### src/rtl/add16u_eval_pkg.sv
// Shared types and default widths for the approximate-adder error monitors.
package add16u_eval_pkg;

  typedef enum logic [1:0] {
    IDLE  = 2'd0,
    RUN   = 2'd1,
    DRAIN = 2'd2,
    DONE  = 2'd3
  } state_t;

  localparam int OPW_DEF   = 16;
  localparam int CNT_W_DEF = 24;
  // |error| fits in OPW+1 bits, so a full batch of worst-case errors fits here.
  localparam int SUM_W_DEF = OPW_DEF + 1 + CNT_W_DEF;

endpackage

### src/rtl/add16u_err_monitor_if.sv
// Sample stream from the approximate adder under test into the monitor.
interface add16u_err_monitor_if
  import add16u_eval_pkg::*;
#(
  parameter int OPW = OPW_DEF
) ();

  logic           in_valid;
  logic           in_ready;
  logic [OPW-1:0] a;
  logic [OPW-1:0] b;
  logic [OPW:0]   approx_o;

  modport master (output in_valid, output a, output b, output approx_o, input in_ready);
  modport slave  (input in_valid, input a, input b, input approx_o, output in_ready);

endinterface

### src/rtl/add16u_err_stage.sv
// Combinational error stage: signed difference, magnitude and max compare.
module add16u_err_stage
  import add16u_eval_pkg::*;
#(
  parameter int OPW = OPW_DEF
) (
  input  logic [OPW:0] i_exact,
  input  logic [OPW:0] i_approx,
  input  logic [OPW:0] i_cur_max,
  output logic [OPW:0] o_abs_d,
  output logic         o_is_err,
  output logic         o_new_max
);

  // Magnitude of a difference of two OPW+1-bit unsigned values always fits OPW+1 bits.
  function automatic logic [OPW:0] abs_mag(input logic signed [OPW+1:0] d);
    logic signed [OPW+1:0] m;
    m = (d < 0) ? -d : d;
    return m[OPW:0];
  endfunction

  logic signed [OPW+1:0] w_diff;

  assign w_diff    = $signed({1'b0, i_exact}) - $signed({1'b0, i_approx});
  assign o_abs_d   = abs_mag(w_diff);
  assign o_is_err  = (o_abs_d != '0);
  // Strict compare so that ties keep the earliest worst case.
  assign o_new_max = (o_abs_d > i_cur_max);

endmodule

### src/rtl/add16u_err_monitor.sv
// Batch error-statistics engine for a 16-bit unsigned approximate adder.
module add16u_err_monitor
  import add16u_eval_pkg::*;
#(
  parameter int CNT_W = CNT_W_DEF,
  parameter int OPW   = OPW_DEF
) (
  input  logic                clk,
  input  logic                rst,
  input  logic                start,
  input  logic [CNT_W-1:0]    cfg_n,
  add16u_err_monitor_if.slave s_in,
  output logic                busy,
  output logic                done,
  output logic [OPW+CNT_W:0]  sum_abs_err,
  output logic [OPW:0]        max_abs_err,
  output logic [OPW-1:0]      max_a,
  output logic [OPW-1:0]      max_b,
  output logic [CNT_W-1:0]    err_cnt,
  output logic [CNT_W-1:0]    smp_cnt
);

  localparam int SUM_W = OPW + 1 + CNT_W;

  state_t             r_state, w_next;
  logic [CNT_W-1:0]   r_cfg_n, r_acc;
  logic               w_start_ok, w_ready, w_xfer;

  logic               r_vld_p1;
  logic [OPW:0]       r_exact_p1, r_approx_p1;
  logic [OPW-1:0]     r_a_p1, r_b_p1;

  logic [OPW:0]       w_abs_d;
  logic               w_is_err, w_new_max;

  logic [SUM_W-1:0]   r_sum;
  logic [OPW:0]       r_max;
  logic [OPW-1:0]     r_max_a, r_max_b;
  logic [CNT_W-1:0]   r_err_cnt, r_smp_cnt;

  // A start only counts when no batch is in flight.
  assign w_start_ok = start && ((r_state == IDLE) || (r_state == DONE));
  assign w_ready    = (r_state == RUN) && (r_acc < r_cfg_n);
  assign w_xfer     = s_in.in_valid && w_ready;
  assign s_in.in_ready = w_ready;

  assign busy = (r_state == RUN) || (r_state == DRAIN);
  assign done = (r_state == DONE);

  // State register.
  always_ff @(posedge clk) begin
    if (rst) r_state <= IDLE;
    else     r_state <= w_next;
  end

  // Next-state logic: accept cfg_n samples, then let the pipeline empty.
  always_comb begin
    w_next = r_state;
    case (r_state)
      IDLE:    if (start) w_next = RUN;
      RUN:     if (r_acc == r_cfg_n) w_next = DRAIN;
      DRAIN:   if (!r_vld_p1) w_next = DONE;
      DONE:    if (start) w_next = RUN;
      default: w_next = IDLE;
    endcase
  end

  // Batch length latch and accepted-sample counter.
  always_ff @(posedge clk) begin
    if (rst) begin
      r_cfg_n <= '0;
      r_acc   <= '0;
    end else if (w_start_ok) begin
      r_cfg_n <= cfg_n;
      r_acc   <= '0;
    end else if (w_xfer) begin
      r_acc   <= r_acc + CNT_W'(1);
    end
  end

  // ---- S1: exact sum and captured approximate result ----
  // S1 valid.
  always_ff @(posedge clk) begin
    if (rst) r_vld_p1 <= 1'b0;
    else     r_vld_p1 <= w_xfer;
  end

  // S1 data, loaded only on a transfer.
  always_ff @(posedge clk) begin
    if (w_xfer) begin
      r_exact_p1  <= {1'b0, s_in.a} + {1'b0, s_in.b};
      r_approx_p1 <= s_in.approx_o;
      r_a_p1      <= s_in.a;
      r_b_p1      <= s_in.b;
    end
  end

  // ---- S2: error magnitude and statistics update ----
  add16u_err_stage #(.OPW(OPW)) u_err_stage (
    .i_exact   (r_exact_p1),
    .i_approx  (r_approx_p1),
    .i_cur_max (r_max),
    .o_abs_d   (w_abs_d),
    .o_is_err  (w_is_err),
    .o_new_max (w_new_max)
  );

  // Statistics accumulate every valid S2 sample; cleared by reset or an honoured start.
  always_ff @(posedge clk) begin
    if (rst || w_start_ok) begin
      r_sum     <= '0;
      r_max     <= '0;
      r_max_a   <= '0;
      r_max_b   <= '0;
      r_err_cnt <= '0;
      r_smp_cnt <= '0;
    end else if (r_vld_p1) begin
      r_sum     <= r_sum + SUM_W'(w_abs_d);
      r_err_cnt <= r_err_cnt + CNT_W'(w_is_err);
      r_smp_cnt <= r_smp_cnt + CNT_W'(1);
      if (w_new_max) begin
        r_max   <= w_abs_d;
        r_max_a <= r_a_p1;
        r_max_b <= r_b_p1;
      end
    end
  end

  assign sum_abs_err = r_sum;
  assign max_abs_err = r_max;
  assign max_a       = r_max_a;
  assign max_b       = r_max_b;
  assign err_cnt     = r_err_cnt;
  assign smp_cnt     = r_smp_cnt;

endmodule

### src/flat_wrapper.sv
// flat-port wrapper written by rule: the top's interface ports become plain ports
module add16u_err_monitor_flat import add16u_eval_pkg::*;
#(
  parameter int CNT_W = CNT_W_DEF,
  parameter int OPW   = OPW_DEF
)
  (clk, rst, start, cfg_n, busy, done, sum_abs_err, max_abs_err, max_a, max_b, err_cnt, smp_cnt, s_in_in_valid, s_in_a, s_in_b, s_in_approx_o, s_in_in_ready);
  add16u_err_monitor_if #(.OPW(OPW)) s_in_i ();
  input  logic clk;
  input  logic rst;
  input  logic start;
  input  logic [CNT_W-1:0] cfg_n;
  output logic busy;
  output logic done;
  output logic [OPW+CNT_W:0] sum_abs_err;
  output logic [OPW:0] max_abs_err;
  output logic [OPW-1:0] max_a;
  output logic [OPW-1:0] max_b;
  output logic [CNT_W-1:0] err_cnt;
  output logic [CNT_W-1:0] smp_cnt;
  input wire logic [$bits(s_in_i.in_valid)-1:0] s_in_in_valid;
  input wire logic [$bits(s_in_i.a)-1:0] s_in_a;
  input wire logic [$bits(s_in_i.b)-1:0] s_in_b;
  input wire logic [$bits(s_in_i.approx_o)-1:0] s_in_approx_o;
  output wire logic [$bits(s_in_i.in_ready)-1:0] s_in_in_ready;
  assign s_in_i.in_valid = s_in_in_valid;
  assign s_in_i.a = s_in_a;
  assign s_in_i.b = s_in_b;
  assign s_in_i.approx_o = s_in_approx_o;
  assign s_in_in_ready = s_in_i.in_ready;
  add16u_err_monitor #(.CNT_W(CNT_W), .OPW(OPW)) u_core (.clk(clk), .rst(rst), .start(start), .cfg_n(cfg_n), .s_in(s_in_i), .busy(busy), .done(done), .sum_abs_err(sum_abs_err), .max_abs_err(max_abs_err), .max_a(max_a), .max_b(max_b), .err_cnt(err_cnt), .smp_cnt(smp_cnt));
endmodule
### config.mk
export PLATFORM = sky130hd
export DESIGN_NAME = add16u_err_monitor_flat
export DESIGN_NICKNAME = d
export VERILOG_FILES = /design/src/rtl/add16u_eval_pkg.sv /design/src/rtl/add16u_err_monitor_if.sv /design/src/rtl/add16u_err_stage.sv /design/src/rtl/add16u_err_monitor.sv /design/src/flat_wrapper.sv
export SDC_FILE = /design/constraint.sdc
export NUM_CORES = 1
export LEC_CHECK = 0
export CAP_MARGIN = 15
export CORE_MARGIN = 2
export CORE_UTILIZATION = 45
export DETAILED_ROUTE_END_ITERATION = 10
export PLACE_DENSITY = 0.69
export SLEW_MARGIN = 10
export SYNTH_ARGS = -nofsm -noshare
export SYNTH_HDL_FRONTEND = slang
export SYNTH_SLANG_ARGS = --single-unit
### constraint.sdc
create_clock -name clk -period 5.9 [get_ports clk]
set_input_delay 0.885 -clock clk [delete_from_list [all_inputs] [get_ports clk]]
set_output_delay 0.885 -clock clk [all_outputs]
set_load 0.005 [all_outputs]
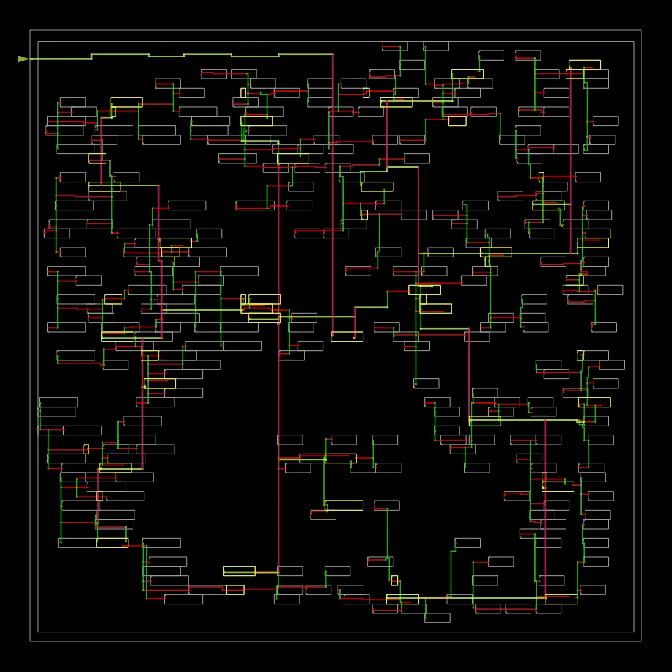
*Clock wiring as the flow saved it*
Insertion Delay late pin: 0.54 ns
power of the clock network: 1.73 mW
flip-flops: 255
clock skew: 0.0105 ns

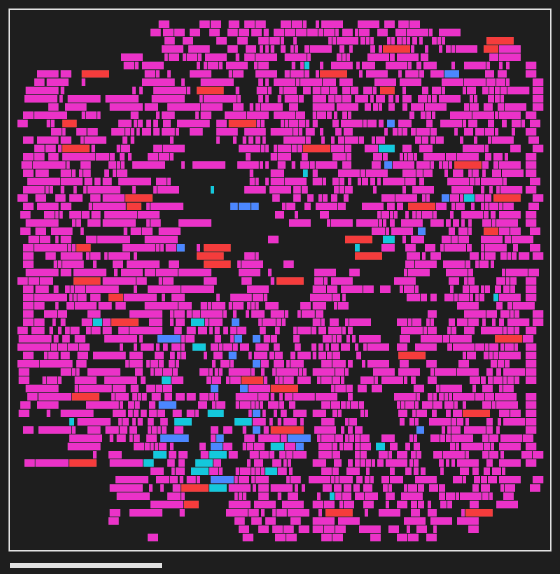
*Drive-strength map*
The bar under the picture is 50 µm long.
| color | size | cells | most used |
|---|---|---|---|
| cyan | _2 cells | 26 | clkinv_2 |
| magenta | _0 and _1 cells | 1627 | clkdlybuf4s50_1 |
| red | _6 and larger | 39 | clkbuf_16 |
| blue | _3 and _4 cells | 27 | buf_4 |
post-route standard cell area excluding fillers: 17100 µm²
area grow syn2layout: 26.4%
number of non-clock buffers: 237
min setup slack post-route: 0.359 ns

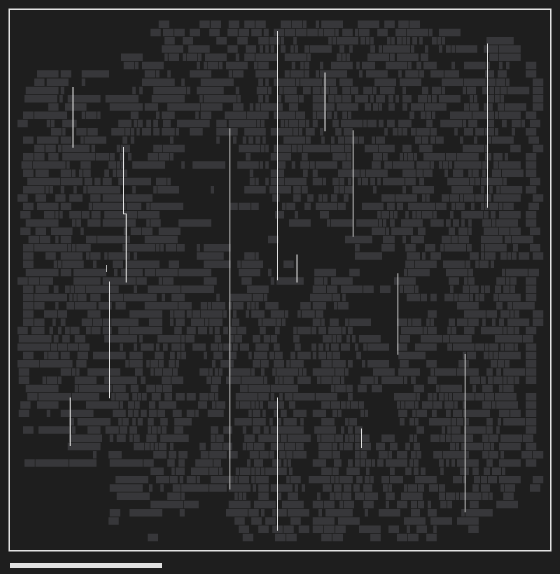
*Met4 routing*
The bar under the picture is 50 µm long.
share of all routed wire: 1.7%
main direction: vertical

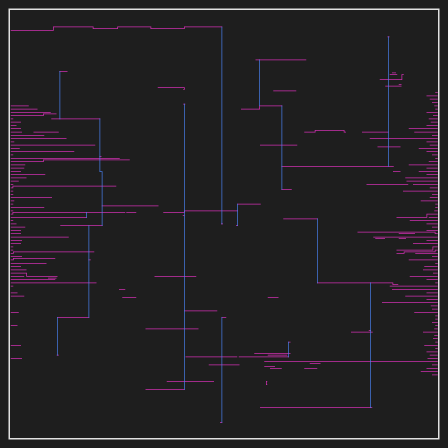
*Wiring by layer*
Only two layers are drawn.
| color | layer | wire length |
|---|---|---|
| magenta | metal 3 | 2070 µm |
| blue | metal 4 | 565 µm |
average wire per standard cell: 15.4 µm
global-route usage over all layers: 20.1%
overall via count from detail_route: 10900
total wire length after detailed routing: 32500 µm

==> summary.rpt <==
RUN STATUS
---------------------------------------------------------------------------
Run status                                                        completed

TIMING
---------------------------------------------------------------------------
Sum of negative setup slack                                            0 ns
Max_slew headroom                                                     32.5%
Final number of hold-violating endpoints                                  0
Peak Freq                                                           180 MHz

FLOORPLANNING
---------------------------------------------------------------------------
Area of the core                                                  29600 µm²
Total die area                                                    31500 µm²

JOB
---------------------------------------------------------------------------
Number of logged tool warnings                                           31

CLOCK TREE
---------------------------------------------------------------------------
CTS tree                                                              built
Clock transition at the registers of the reported paths             0.06 ns
Post-CTS Setup Repair Bufs                                                0
Cells resized by post-CTS repair                                          0
Number of buffers on the longest clock path                               3
Num CTS Buffers                                                          28
Hold-fix buffers, CTS                                                     0

LAYOUT
---------------------------------------------------------------------------
Number of inserted diodes                                                 0
Top cells excl fill/tap                                        sky130_fd_sc_hd__clkdlybuf4s50_1 (217), sky130_fd_sc_hd__nand2_1 (215), sky130_fd_sc_hd__dfxtp_1 (189), sky130_fd_sc_hd__nor2_1 (156), sky130_fd_sc_hd__ha_1 (98)
Number of nets in the final layout                                     1876

PLACEMENT
---------------------------------------------------------------------------
Worst setup slack after placement                                  0.203 ns

WORST SETUP PATH
---------------------------------------------------------------------------
Critical R2R Launch                                            u_core.r_exact_p1[0]
Type of origin of the critical path                               flip-flop
Worst Setup Path Type                                          flip-flop to flip-flop
Reg-to-Reg End                                                 u_core.err_cnt[23]
Flop-to-flop setup slack                                            0.36 ns
Maximum fanout along the worst path                                       4
Depth of the most critical reg-to-reg path                               24

HOLD PATH
---------------------------------------------------------------------------
Worst hold path cell count                                                2
Worst-case hold path end point                                 u_core.r_cfg_n[10]
Critical hold path startpoint                                  u_core.r_cfg_n[10]

YOSYS
---------------------------------------------------------------------------
Most popular library cell in the synthesized design by count   sky130_fd_sc_hd__nand2_1
Sequential area share after synthesis                                 42.6%
Async set-or-reset flop fraction in the synthesized netlist              0%
Unique cell types                                                        76
Adder share                                                           9.67%
Library cell with the largest summed area after synthesis      sky130_fd_sc_hd__dfxtp_1
Synthesized cell area                                             13500 µm²
Number of enable flip-flop cells                                         66
Ys cells                                                               1478

GLOBAL ROUTE
---------------------------------------------------------------------------
Vias in the first global route                                        10500
GRT overflow                                                              0

ROUTE
---------------------------------------------------------------------------
Residual antenna-violating net count after detailed routing               0

## kinds of logic (layout without fill, tap and decap cells)
logic type | after synthesis | count (layout)
flops | 255 | 255
compound gates | 213 | 214
buf+inv | 140 | 380
xor+xnor | 138 | 138
fa+ha+maj | 103 | 103
simple gates | 562 | 562
mux | 67 | 67
## state kept, by name, summed over array words and instances, names as in the netlist
| signal | flops |
|---|---|
| u_core.r_approx_p1 | 17 |
| u_core.max_b | 16 |
| u_core.sum_abs_err | 41 |
| u_core.r_a_p1 | 16 |
| u_core.r_vld_p1 | 1 |
| u_core.r_acc | 24 |
| u_core.err_cnt | 24 |
| u_core.r_b_p1 | 16 |
| u_core.smp_cnt | 24 |
| u_core.r_state | 2 |
| u_core.max_a | 16 |
| u_core.r_exact_p1 | 17 |
| u_core.max_abs_err | 17 |
| u_core.r_cfg_n | 24 |
## worst max-delay path by stage
stage | to | slack (ns) | cells after the start
floorplan | u_core.sum_abs_err[28] | 0.74 | 22
global placement | u_core.err_cnt[16] | 0.41 | 21
detailed placement | u_core.max_b[8] | 0.20 | 22
CTS | u_core.max_b[9] | 0.19 | 22
global route | u_core.err_cnt[23] | 0.01 | 24
finish | u_core.err_cnt[23] | 0.36 | 24
## worst max-delay path: stages, from the launching register on
cell and delay, ns:
sky130_fd_sc_hd__edfxtp_1 0.36, sky130_fd_sc_hd__inv_1 0.06, sky130_fd_sc_hd__ha_1 0.15, sky130_fd_sc_hd__inv_1 0.05
sky130_fd_sc_hd__fa_1 0.40, sky130_fd_sc_hd__a211oi_2 0.36, sky130_fd_sc_hd__o31ai_4 0.15, sky130_fd_sc_hd__a21oi_4 0.22
sky130_fd_sc_hd__xor2_2 0.31, sky130_fd_sc_hd__o211ai_1 0.22, sky130_fd_sc_hd__or2_1 0.27, sky130_fd_sc_hd__or4_1 0.51
sky130_fd_sc_hd__o31ai_1 0.26, sky130_fd_sc_hd__xnor2_1 0.30, sky130_fd_sc_hd__or4_1 0.30, sky130_fd_sc_hd__ha_1 0.22
sky130_fd_sc_hd__nand3_1 0.09, sky130_fd_sc_hd__nor2_1 0.18, sky130_fd_sc_hd__nand2_1 0.08, sky130_fd_sc_hd__nor2_1 0.18
sky130_fd_sc_hd__nand4_1 0.19, sky130_fd_sc_hd__nor2_1 0.23, sky130_fd_sc_hd__nand3_1 0.12, sky130_fd_sc_hd__xor2_1 0.14
sky130_fd_sc_hd__nor2_1 0.05
## final cells by class
cell class,count,area (µm²)
inverter,92,345
clock inverter,7,60.1
clock buffer,44,862
timing repair buffer,237,2330
multi-input combinational,1084,7240
sequential,255,5770
tap,390,488
fill,2641,12500
## metal layers
metal  vias up  global-route usage (%)  wire length [µm]
met5         -                       0                16
met4         2                    4.00               564
met3        39                    4.28              2070
met2       258                    34.4             15100
met1      5050                    26.3             14800
li1       5530                       -                 -
## where the power goes
part | switching (mW) | total (mW) | internal (mW)
Sequential | 0.0752 | 2.04 | 1.97
Combinational | 1.39 | 2.32 | 0.925
Clock | 0.689 | 1.73 | 1.04
Total | 2.16 | 6.09 | 3.93
Power and IR drop assume default switching activity.
